Run 1, routed metal per tile:
The die is cut into 26 by 26 equal tiles; dark blue is low, red is high, scaled to the fullest tile. Values are wire area over tile area, all layers added.
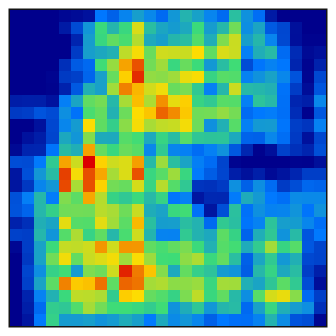
Run 1, placed cells, one colour a class:
Fill, decap, tap and diode cells in grey.
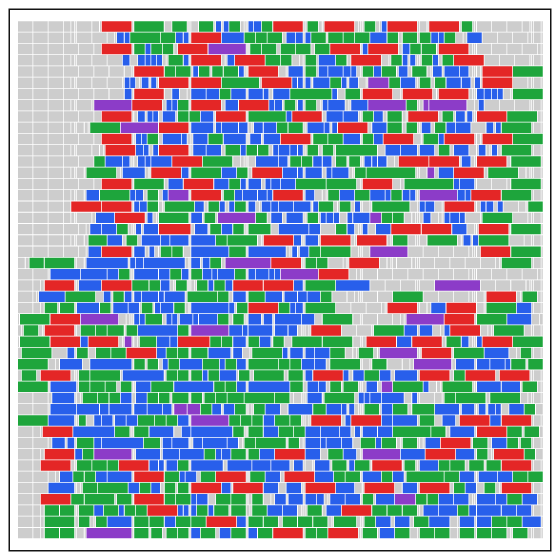
Run 1, I/O nets highlighted:
Bar = 50 um.
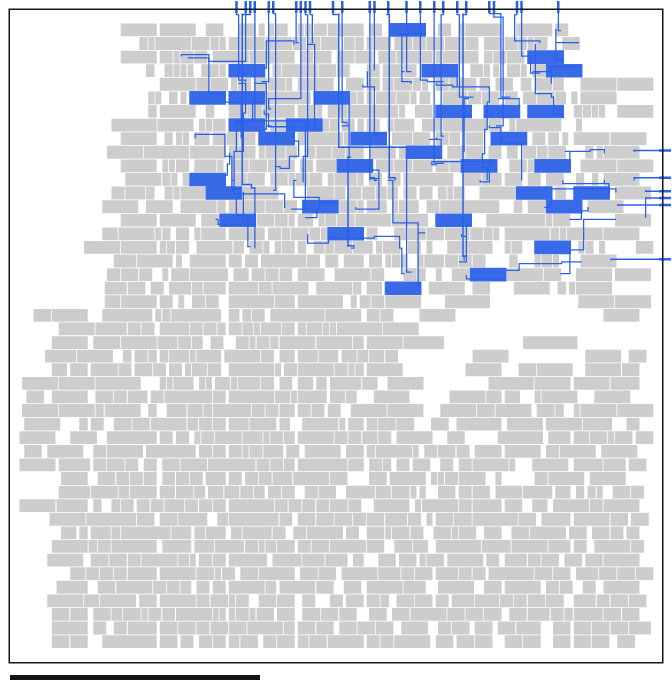
<file path="src/rtl/dmem_arbiter.sv">
// Round-robin arbiter sharing the single-port data RAM between the CPU load/store port and a DMA/debug port.
// Define DMEM_ARB_FIXED_PRIO_EN to give the CPU fixed priority and drop the round-robin pointer.
module dmem_arbiter #(
  parameter int unsigned ADDR_W = 14,
  parameter int unsigned RD_LAT = 1
) (
  input  logic              clock,
  input  logic              reset,
  input  logic              cpu_req,
  input  logic              cpu_we,
  input  logic [1:0]        cpu_size,
  input  logic              cpu_unsigned,
  input  logic [31:0]       cpu_addr,
  input  logic [31:0]       cpu_wdata,
  output logic              cpu_gnt,
  output logic              cpu_done,
  output logic              cpu_err,
  output logic [31:0]       cpu_rdata,
  input  logic              dma_req,
  input  logic              dma_we,
  input  logic [ADDR_W-1:0] dma_addr,
  input  logic [31:0]       dma_wdata,
  output logic              dma_gnt,
  output logic              dma_done,
  output logic [31:0]       dma_rdata,
  output logic [3:0]        ram_we,
  output logic [ADDR_W-1:0] ram_addr,
  output logic [31:0]       ram_wdata,
  input  logic [31:0]       ram_rdata
);

  localparam int unsigned CNT_W = 2;

  typedef enum logic [1:0] {IDLE, ISSUE, WAIT} state_e;

  typedef struct packed {
    logic       is_dma;
    logic       we;
    logic [1:0] size;
    logic       uns;
    logic [1:0] lane;
  } cmd_t;

  state_e           state_q, state_d;
  cmd_t             cmd_q, cmd_d;
  logic [CNT_W-1:0] cnt_q, cnt_d;

  logic              cpu_done_d, cpu_err_d, dma_done_d;
  logic [31:0]       cpu_rdata_d, dma_rdata_d, ram_wdata_d;
  logic [3:0]        ram_we_d;
  logic [ADDR_W-1:0] ram_addr_d;

  logic [1:0]  cpu_lane;
  logic        cpu_misaligned;
  logic [3:0]  cpu_mask;
  logic [31:0] cpu_lane_wdata;
  logic [7:0]  rd_byte;
  logic [15:0] rd_half;
  logic [31:0] cpu_load;

  // Upper byte-address bits lie outside the RAM and are deliberately ignored
  logic unused_addr_bits;
  assign unused_addr_bits = ^cpu_addr[31:ADDR_W+2];

  assign cpu_lane = cpu_addr[1:0];

  // Grant decision, only ever in IDLE
`ifdef DMEM_ARB_FIXED_PRIO_EN
  assign cpu_gnt = (state_q == IDLE) && cpu_req;
`else
  logic ptr_dma_q;

  assign cpu_gnt = (state_q == IDLE) && cpu_req && (!dma_req || !ptr_dma_q);

  // Pointer moves to the side that did not win the grant
  always_ff @(posedge clock) begin
    if (reset) begin
      ptr_dma_q <= 1'b0;
    end else if (cpu_gnt) begin
      ptr_dma_q <= 1'b1;
    end else if (dma_gnt) begin
      ptr_dma_q <= 1'b0;
    end
  end
`endif
  assign dma_gnt = (state_q == IDLE) && dma_req && !cpu_gnt;

  // CPU store lane enables, replicated write data and alignment check
  always_comb begin
    cpu_mask       = 4'b1111;
    cpu_lane_wdata = cpu_wdata;
    cpu_misaligned = 1'b0;
    case (cpu_size)
      2'b00: begin
        cpu_mask       = 4'b0001 << cpu_lane;
        cpu_lane_wdata = {4{cpu_wdata[7:0]}};
      end
      2'b01: begin
        cpu_mask       = cpu_lane[1] ? 4'b1100 : 4'b0011;
        cpu_lane_wdata = {2{cpu_wdata[15:0]}};
        cpu_misaligned = cpu_lane[0];
      end
      default: cpu_misaligned = (cpu_lane != 2'b00);
    endcase
  end

  // CPU load lane select and extension from the latched command
  always_comb begin
    rd_byte = ram_rdata[{cmd_q.lane, 3'b000} +: 8];
    rd_half = cmd_q.lane[1] ? ram_rdata[31:16] : ram_rdata[15:0];
    case (cmd_q.size)
      2'b00:   cpu_load = cmd_q.uns ? {24'h0, rd_byte} : {{24{rd_byte[7]}}, rd_byte};
      2'b01:   cpu_load = cmd_q.uns ? {16'h0, rd_half} : {{16{rd_half[15]}}, rd_half};
      default: cpu_load = ram_rdata;
    endcase
  end

  // Next-state and registered-output logic
  always_comb begin
    state_d     = state_q;
    cmd_d       = cmd_q;
    cnt_d       = cnt_q;
    cpu_done_d  = 1'b0;
    cpu_err_d   = 1'b0;
    cpu_rdata_d = cpu_rdata;
    dma_done_d  = 1'b0;
    dma_rdata_d = dma_rdata;
    ram_we_d    = 4'b0000;
    ram_addr_d  = ram_addr;
    ram_wdata_d = ram_wdata;

    case (state_q)
      IDLE: begin
        if (cpu_gnt) begin
          cmd_d = '{is_dma: 1'b0, we: cpu_we, size: cpu_size, uns: cpu_unsigned, lane: cpu_lane};
          if (cpu_misaligned) begin
            // Misaligned access completes at once with an error and never touches the RAM
            cpu_done_d  = 1'b1;
            cpu_err_d   = 1'b1;
            cpu_rdata_d = '0;
          end else begin
            state_d     = ISSUE;
            ram_addr_d  = cpu_addr[ADDR_W+1:2];
            ram_wdata_d = cpu_lane_wdata;
            ram_we_d    = cpu_we ? cpu_mask : 4'b0000;
          end
        end else if (dma_gnt) begin
          cmd_d       = '{is_dma: 1'b1, we: dma_we, size: 2'b10, uns: 1'b0, lane: 2'b00};
          state_d     = ISSUE;
          ram_addr_d  = dma_addr;
          ram_wdata_d = dma_wdata;
          ram_we_d    = {4{dma_we}};
        end
      end
      ISSUE: begin
        cnt_d = '0;
        if (cmd_q.we) begin
          state_d    = IDLE;
          cpu_done_d = !cmd_q.is_dma;
          dma_done_d = cmd_q.is_dma;
        end else begin
          state_d = WAIT;
        end
      end
      WAIT: begin
        if (cnt_q == CNT_W'(RD_LAT - 1)) begin
          state_d = IDLE;
          if (cmd_q.is_dma) begin
            dma_done_d  = 1'b1;
            dma_rdata_d = ram_rdata;
          end else begin
            cpu_done_d  = 1'b1;
            cpu_rdata_d = cpu_load;
          end
        end else begin
          cnt_d = cnt_q + CNT_W'(1);
        end
      end
      default: state_d = IDLE;
    endcase
  end

  // State and output registers
  always_ff @(posedge clock) begin
    if (reset) begin
      state_q   <= IDLE;
      cmd_q     <= '0;
      cnt_q     <= '0;
      cpu_done  <= 1'b0;
      cpu_err   <= 1'b0;
      cpu_rdata <= '0;
      dma_done  <= 1'b0;
      dma_rdata <= '0;
      ram_we    <= 4'b0000;
      ram_addr  <= '0;
      ram_wdata <= '0;
    end else begin
      state_q   <= state_d;
      cmd_q     <= cmd_d;
      cnt_q     <= cnt_d;
      cpu_done  <= cpu_done_d;
      cpu_err   <= cpu_err_d;
      cpu_rdata <= cpu_rdata_d;
      dma_done  <= dma_done_d;
      dma_rdata <= dma_rdata_d;
      ram_we    <= ram_we_d;
      ram_addr  <= ram_addr_d;
      ram_wdata <= ram_wdata_d;
    end
  end

endmodule

</file>
<file path="config.mk">
export PLATFORM = sky130hd
export DESIGN_NAME = dmem_arbiter
export DESIGN_NICKNAME = d
export VERILOG_FILES = /design/src/rtl/dmem_arbiter.sv
export SDC_FILE = /design/constraint.sdc
export NUM_CORES = 1
export LEC_CHECK = 0
export CAP_MARGIN = 20
export CORE_MARGIN = 1.5
export CORE_UTILIZATION = 39
export CTS_CLUSTER_DIAMETER = 200
export DETAILED_ROUTE_END_ITERATION = 12
export GPL_ROUTABILITY_DRIVEN = 1
export PLACE_DENSITY = 0.82
export SYNTH_ARGS = -nofsm -noshare
export SYNTH_HDL_FRONTEND = slang
export SYNTH_SLANG_ARGS = --single-unit
</file>
<file path="constraint.sdc">
create_clock -name clock -period 1.8 [get_ports clock]
set_clock_uncertainty 0.1 [all_clocks]
set_input_delay 0.45 -clock clock [delete_from_list [all_inputs] [get_ports clock]]
set_output_delay 0.45 -clock clock [all_outputs]
set_load 0.05 [all_outputs]
</file>
==> run summary, run 1 <==
Implementation results are summarized by area below.

Clock tree
The clock tree synthesis step divided the H-tree into 4 levels. TritonCTS created 17 clock buffers. The number of sinks driven by the clock tree is 129. The number of cells upsized or downsized after cts is approximately 90.

Worst setup path
The logic depth of the worst path, buffers included is 6. Walking the worst path, the cells encountered are inv_4, ha_4, nand2_8, o211ai_1, inv_2, buf_8. The worst endpoint data arrival time is 1.73 ns. The worst setup path is launched from a flip-flop. The critical path's slowest cell is sky130_fd_sc_hd__dfxtp_2. The category of cells accounting for the largest share of critical-path delay is buffers and inverters. The critical path starts at state_q[0]$_SDFFE_PP0P_.

Run status
The run finished, with violations left. The checks that failed: negative setup slack.

Yosys
The synthesis report lists the most area-consuming cells as sky130_fd_sc_hd__dfxtp_1 41%, sky130_fd_sc_hd__nand2_1 6.3%, sky130_fd_sc_hd__mux2i_1 5.2%. The number of synthesis warnings is 0. For this run, asynchronously set or reset flops after synthesis account for 0%. The post-synthesis cell count is around 700. Yosys reports that the leading cell type by area covers just over 40% of the netlist area.

Sequential cells were found to cover about two fifths of the synthesized design area.

Drt
In the final routing, the length of wire on met1 measures 11.9 mm.

Pwr
The total leakage power is 4.88 nW. The highest supply drop recorded on VDD is 906 uV. Overall power consumption after layout is estimated at 0.0128 W.

The clock network fraction of total power is 28.1%. Internal power comes to 0.00799 W. In this run the power spent charging and discharging nets is 0.00482 W. The power per cell area is around 1000 nW/um2.

STA
The flow reports an fmax of roughly 440 MHz. Once routing completed, OpenROAD measured the worst setup slack at -0.484 ns. The total count of max-transition violations in the final report is 0. The count of final setup violators is around 87. The final hold violation count is 0.

Final layout
The layout cell share with drive strength beyond 1 is a little over two fifths. The total number of nets in the final design is 1231.

Global route
The number of antenna violations at the first check in global routing came to 1. The maximum number of pins on one net before global-route repair is about 47.

Run
In this run the maximum-capacitance check reported violations numbering 0. The number of warnings reported in the stage logs is slightly below 50.

Placement
The placed cell area is 10100 um2. The post-DP HPWL is 17.3 mm.

Floorplan
The die is approximately 130 um wide. The core area is 15900 um2.
Back to the opening pictures, 'routed metal per tile':
fullest tile	0.92
mean over tiles	0.34
emptiest ninth of the die	north-west
Total Routed Length: 33.2 mm
routed wire length per instance: 25.5 um

Back to the opening pictures, 'placed cells, one colour a class':
class	colour	cells	share of their area
all other logic	blue	511	35%
other buffers and delay cells	green	415	38%
clock drivers and dummy loads	purple	30	5.1%
flip-flops	red	129	22%
Util after Layout: 76.8%
design area: 12200 um2

Back to the opening pictures, 'I/O nets highlighted':
port	colour	bits	direction	edge	end cells	buffers	wire
cpu_rdata	blue	32	output	26 north, 6 east	32	32	1340 um
I/O pin count: 270
count of buffers inserted at the top-level ports: 253

-- run 1: kinds of logic (layout without fill, tap and decap cells) --
| kind of cell | Yosys count | after routing | share of synthesized area (%) |
|---|---|---|---|
| xor+xnor | 3 | 3 | 0.415 |
| flops | 129 | 129 | 40.8 |
| buf+inv | 81 | 460 | 6.26 |
| mux | 50 | 50 | 8.41 |
| other cells | 0 | 2 | 0 |
| fa+ha+maj | 6 | 6 | 1.18 |
| compound gates | 209 | 210 | 25.7 |
| simple gates | 226 | 227 | 17.2 |
-- run 1: final cells by class --
cell class,count,area (um2)
Clock inverter,9,133
Sequential cell,129,2580
Tap cell,216,270
Multi-Input combinational cell,496,4150
Timing Repair Buffer,415,4520
Clock buffer,21,470
Inverter,15,66.3
Fill cell,919,3680
Antenna cell,2,5.00
Run 1, floorplan with the power grid:
Bar = 50 um. Pins as bars on the die edge. Tap cells in grey.
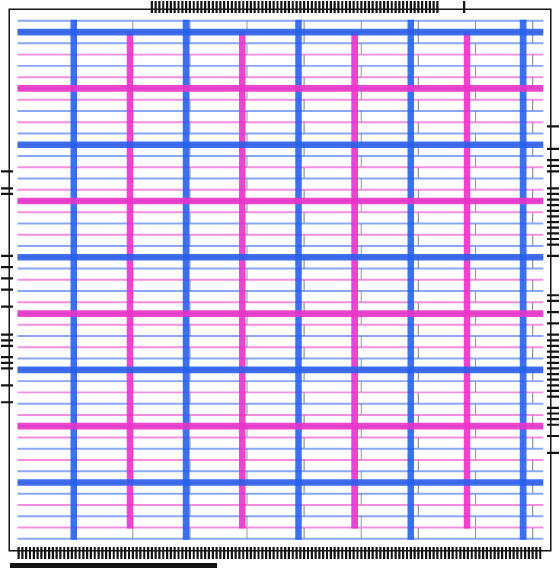

==> inputs of run 2 (changes only) <==
CAP_MARGIN = 10   (was 20)
PLACE_DENSITY = 0.78   (was 0.82)
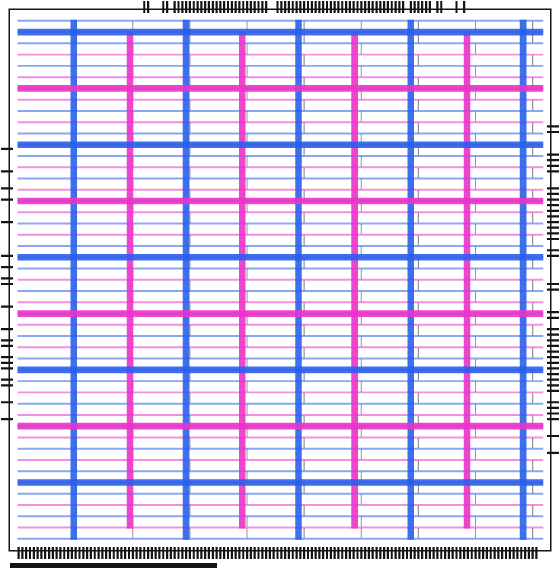
Run 2: floorplan with the power grid
Bar = 50 um. Pins as bars on the die edge. Tap cells in grey.
net	colour
VDD	magenta
VSS	blue
tap cells	216
rows	46
met4 straps	9
core outline area: 15900 um2
largest vdd supply drop: 822 uV

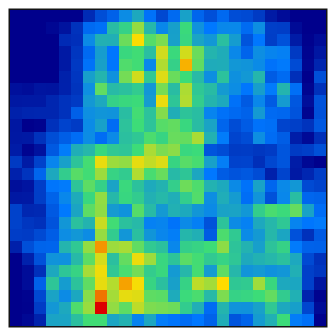
Run 2: routed metal per tile
The die is cut into 26 by 26 equal tiles; dark blue is low, red is high, scaled to the fullest tile. Values are wire area over tile area, all layers added.
overall via count from detail_route: 8272
Total Routed Length: 34.4 mm
routed wire length per instance: 26.2 um
Overall Global Routing Usage: 32.2%

==> run summary, run 2 <==
Implementation results are summarized by area below.

Run status
Result of the run: finished, violations left (unchanged). Failing checks: negative setup slack (unchanged).

Final layout
The fill cell instance count of the final layout is 834 (was 919). The layout cell share with drive strength beyond 1 was 44.4% (was 41.9%).

Pwr
The power per cell area came to 1040 nW/um2 (was 1050 nW/um2). The total design power is 0.0132 W (was 0.0128 W).

STA
The post-layout worst setup margin came to -0.437 ns (was -0.484 ns). The achievable frequency is 447 MHz (was 438 MHz). The count of final setup violators is 95 (was 87).

Worst setup path
The worst endpoint data arrival time was 1.69 ns (was 1.73 ns). The element type at the critical path start was a flip-flop (unchanged). The logic depth of the worst path, buffers included came to 6 (unchanged).

Run
The number of max-cap violations was 0 (unchanged). The number of warnings the tools reported is 49 (unchanged).

Floorplan
The count of boundary I/O pins is 270 (unchanged).

Clock tree
The number of sinks driven by the clock tree is 129 (unchanged).

Yosys
The proportion of synthesized area in mux cells is 8.41% (unchanged). The proportion of synthesized flip-flops having asynchronous set or reset is 0% (unchanged). The fraction of synthesized cell area taken by the top area cell type was 40.8% (unchanged). The synthesized-area fraction occupied by xor and xnor cells is 0.415% (unchanged).

The sequential share of the synthesized area is 40.8% (unchanged). The number of synthesis warnings is 0 (unchanged). The simple-gate share of the synthesized area is 17.2% (unchanged).

Drt
The wire length on met1 is 12.1 mm (was 11.9 mm).
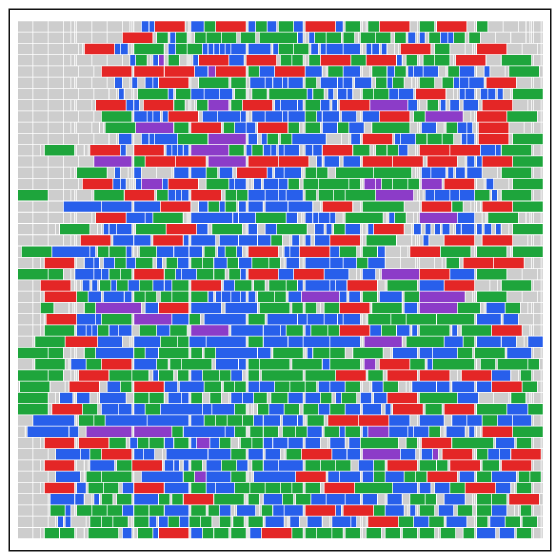
Run 2: placed cells, one colour a class
Fill, decap, tap and diode cells in grey.
class	colour	cells	share of their area
all other logic	blue	511	36%
other buffers and delay cells	green	421	38%
flip-flops	red	129	21%
clock drivers and dummy loads	purple	32	5.0%
Util after Layout: 79.8%
design area: 12700 um2
sequential cell area share: 20.4%

## run 2: cell count changes in the layout (fill, tap and decap cells not counted), sizes merged, moves of 2 or more
cell	previous run	this run
clkbuf	27	35
bufbuf	2	0
buf	275	277
dlygate4sd2	4	6
clkinv	5	3
## run 2: layout make-up
cell class | count | area, um2 | share of cell area (%)
Antenna cell | 3 | 7.51 | 0.0592
Clock buffer | 24 | 492 | 3.88
Clock inverter | 8 | 126 | 0.997
Inverter | 15 | 73.8 | 0.582
Multi-Input combinational cell | 496 | 4350 | 34.3
Sequential cell | 129 | 2580 | 20.4
Tap cell | 216 | 270 | 2.13
Timing Repair Buffer | 421 | 4770 | 37.6
## run 2: power breakdown
part	switching, W	internal [W]
logic	0.00330	0.00271
clock network	0.00135	0.00233
registers	0.000332	0.00316
Run 2, cell outlines without signal wires:
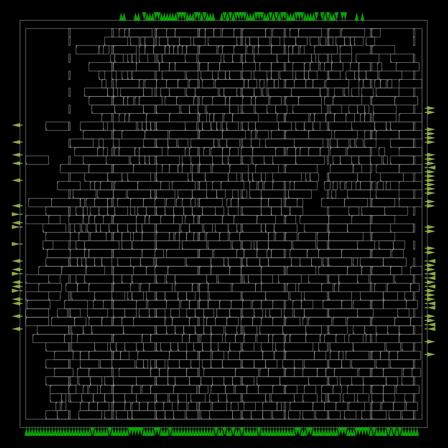

==> inputs of run 3 (changes only) <==
SKIP_CTS_REPAIR_TIMING = 1   (was not set)
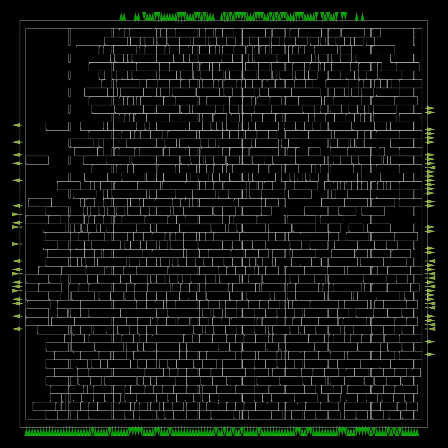
Run 3: cell outlines without signal wires
number of sequential cells: 129
Util after Layout: 77.2%
number of placement rows: 46
sequential cell area share: 21.1%
Final Non-Filler Cells: 1292

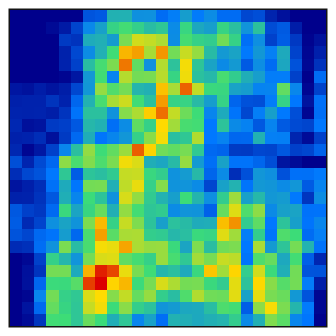
Run 3: routed metal per tile
The die is cut into 26 by 26 equal tiles; dark blue is low, red is high, scaled to the fullest tile. Values are wire area over tile area, all layers added.
emptiest ninth of the die	north-west
tiles over half the peak	28%
fullest tile	0.84
mean over tiles	0.30
Total Routed Length: 30.5 mm
Overall Global Routing Usage: 26.4%
routed wire length per instance: 23.6 um
overall via count from detail_route: 7752

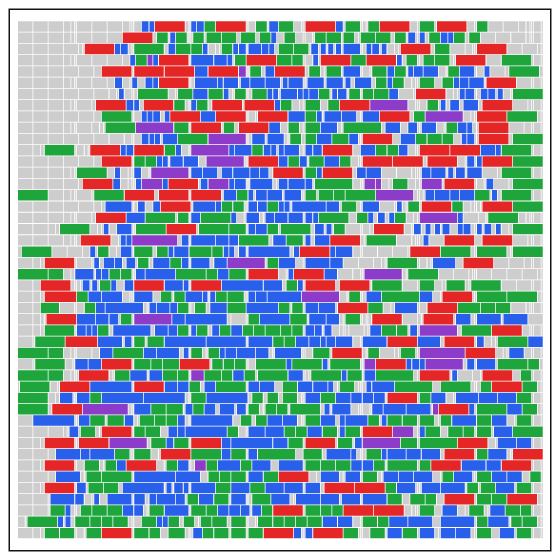
Run 3: placed cells, one colour a class
Fill, decap, tap and diode cells in grey.
class	colour	cells	share of their area
flip-flops	red	129	22%
clock drivers and dummy loads	purple	32	5.2%
other buffers and delay cells	green	399	37%
all other logic	blue	512	36%
design area: 12300 um2

==> run summary, run 3 <==
Implementation results are summarized by area below.

Run status
Result of the run: finished, violations left (unchanged). Failing checks: negative setup slack (unchanged).

Final layout
The sequential cell area is 2580 um2 (unchanged). The clock distribution area overhead in the final layout is 5.04% (was 4.88%). The total of clock buffers placed in the layout was 24 (unchanged). The count of buffers not belonging to the clock network in the layout is 399 (was 421). The multi-input combinational cell count is 497 (was 496). The layout cell share with drive strength beyond 1 came to 42.3% (was 44.4%). The biggest cell category by area in the final layout is non-clock buffers (unchanged).

Clock tree
The CTS buffer count is 17 (unchanged). The maximum level of the CTS H-tree is 4 (unchanged).

Pwr
The cell internal power dissipation is 0.00802 W (was 0.00820 W). The switching fraction of total power came to 37.6% (was 37.8%). The maximum vdd drop is 732 uV (was 822 uV).

The power group with the highest consumption is combinational cells (unchanged). The switching component of the power is 0.00483 W (was 0.00498 W). The clock network power is 0.00370 W (was 0.00368 W). The total leakage power is 4.84 nW (was 4.99 nW).

The clock network fraction of total power is 28.8% (was 27.9%).

Placement
The port buffer count is 253 (unchanged). The placed cell area is 10200 um2 (unchanged).

Global route
The maximum number of pins on one net before global-route repair was 33 (unchanged).

Run
The number of warnings the tools reported came to 48 (was 49).

STA
The count of final setup violators is 89 (was 95). The post-layout worst setup margin is -0.524 ns (was -0.437 ns).

Floorplan
The core area is 15900 um2 (unchanged). The number of well taps is 216 (unchanged).

Yosys
The post-synthesis cell count is 704 (unchanged). The synthesized-area fraction occupied by adder cells is 1.18% (unchanged). Post-synth area hogs: sky130_fd_sc_hd__dfxtp_1 41%, sky130_fd_sc_hd__nand2_1 6.3%, sky130_fd_sc_hd__mux2i_1 5.2% (unchanged). The number of synthesis warnings was 0 (unchanged). The dominant non-sequential cell family after synthesis is AND-OR/OR-AND gates (unchanged). The simple-gate share of the synthesized area is 17.2% (unchanged).

Worst setup path
The element type at the critical path start is a flip-flop (unchanged). The worst endpoint data arrival time is 1.77 ns (was 1.69 ns).
## run 3: per-layer routing
metal,wire (um),vias to the layer above,part of all wire [%]
met3,2300,149,7.5
li1,-,3349,-
met1,11800,3750,39
met5,0,-,0
met2,14500,504,48
met4,1860,0,6.1
## run 3: worst paths after layout
kind                               from                         end  slack, ns  depth (start not counted)
max             state_q[1]$_SDFFE_PP0P_                     dma_gnt      -0.52                          6
min          dma_rdata[21]$_SDFFE_PP0P_  dma_rdata[21]$_SDFFE_PP0P_       0.35                          2
max reg2reg     state_q[1]$_SDFFE_PP0P_  ram_wdata[27]$_SDFFE_PP0P_      -0.40                         10
min reg2reg  dma_rdata[21]$_SDFFE_PP0P_  dma_rdata[21]$_SDFFE_PP0P_       0.35                          2
Power and IR drop assume default switching activity.
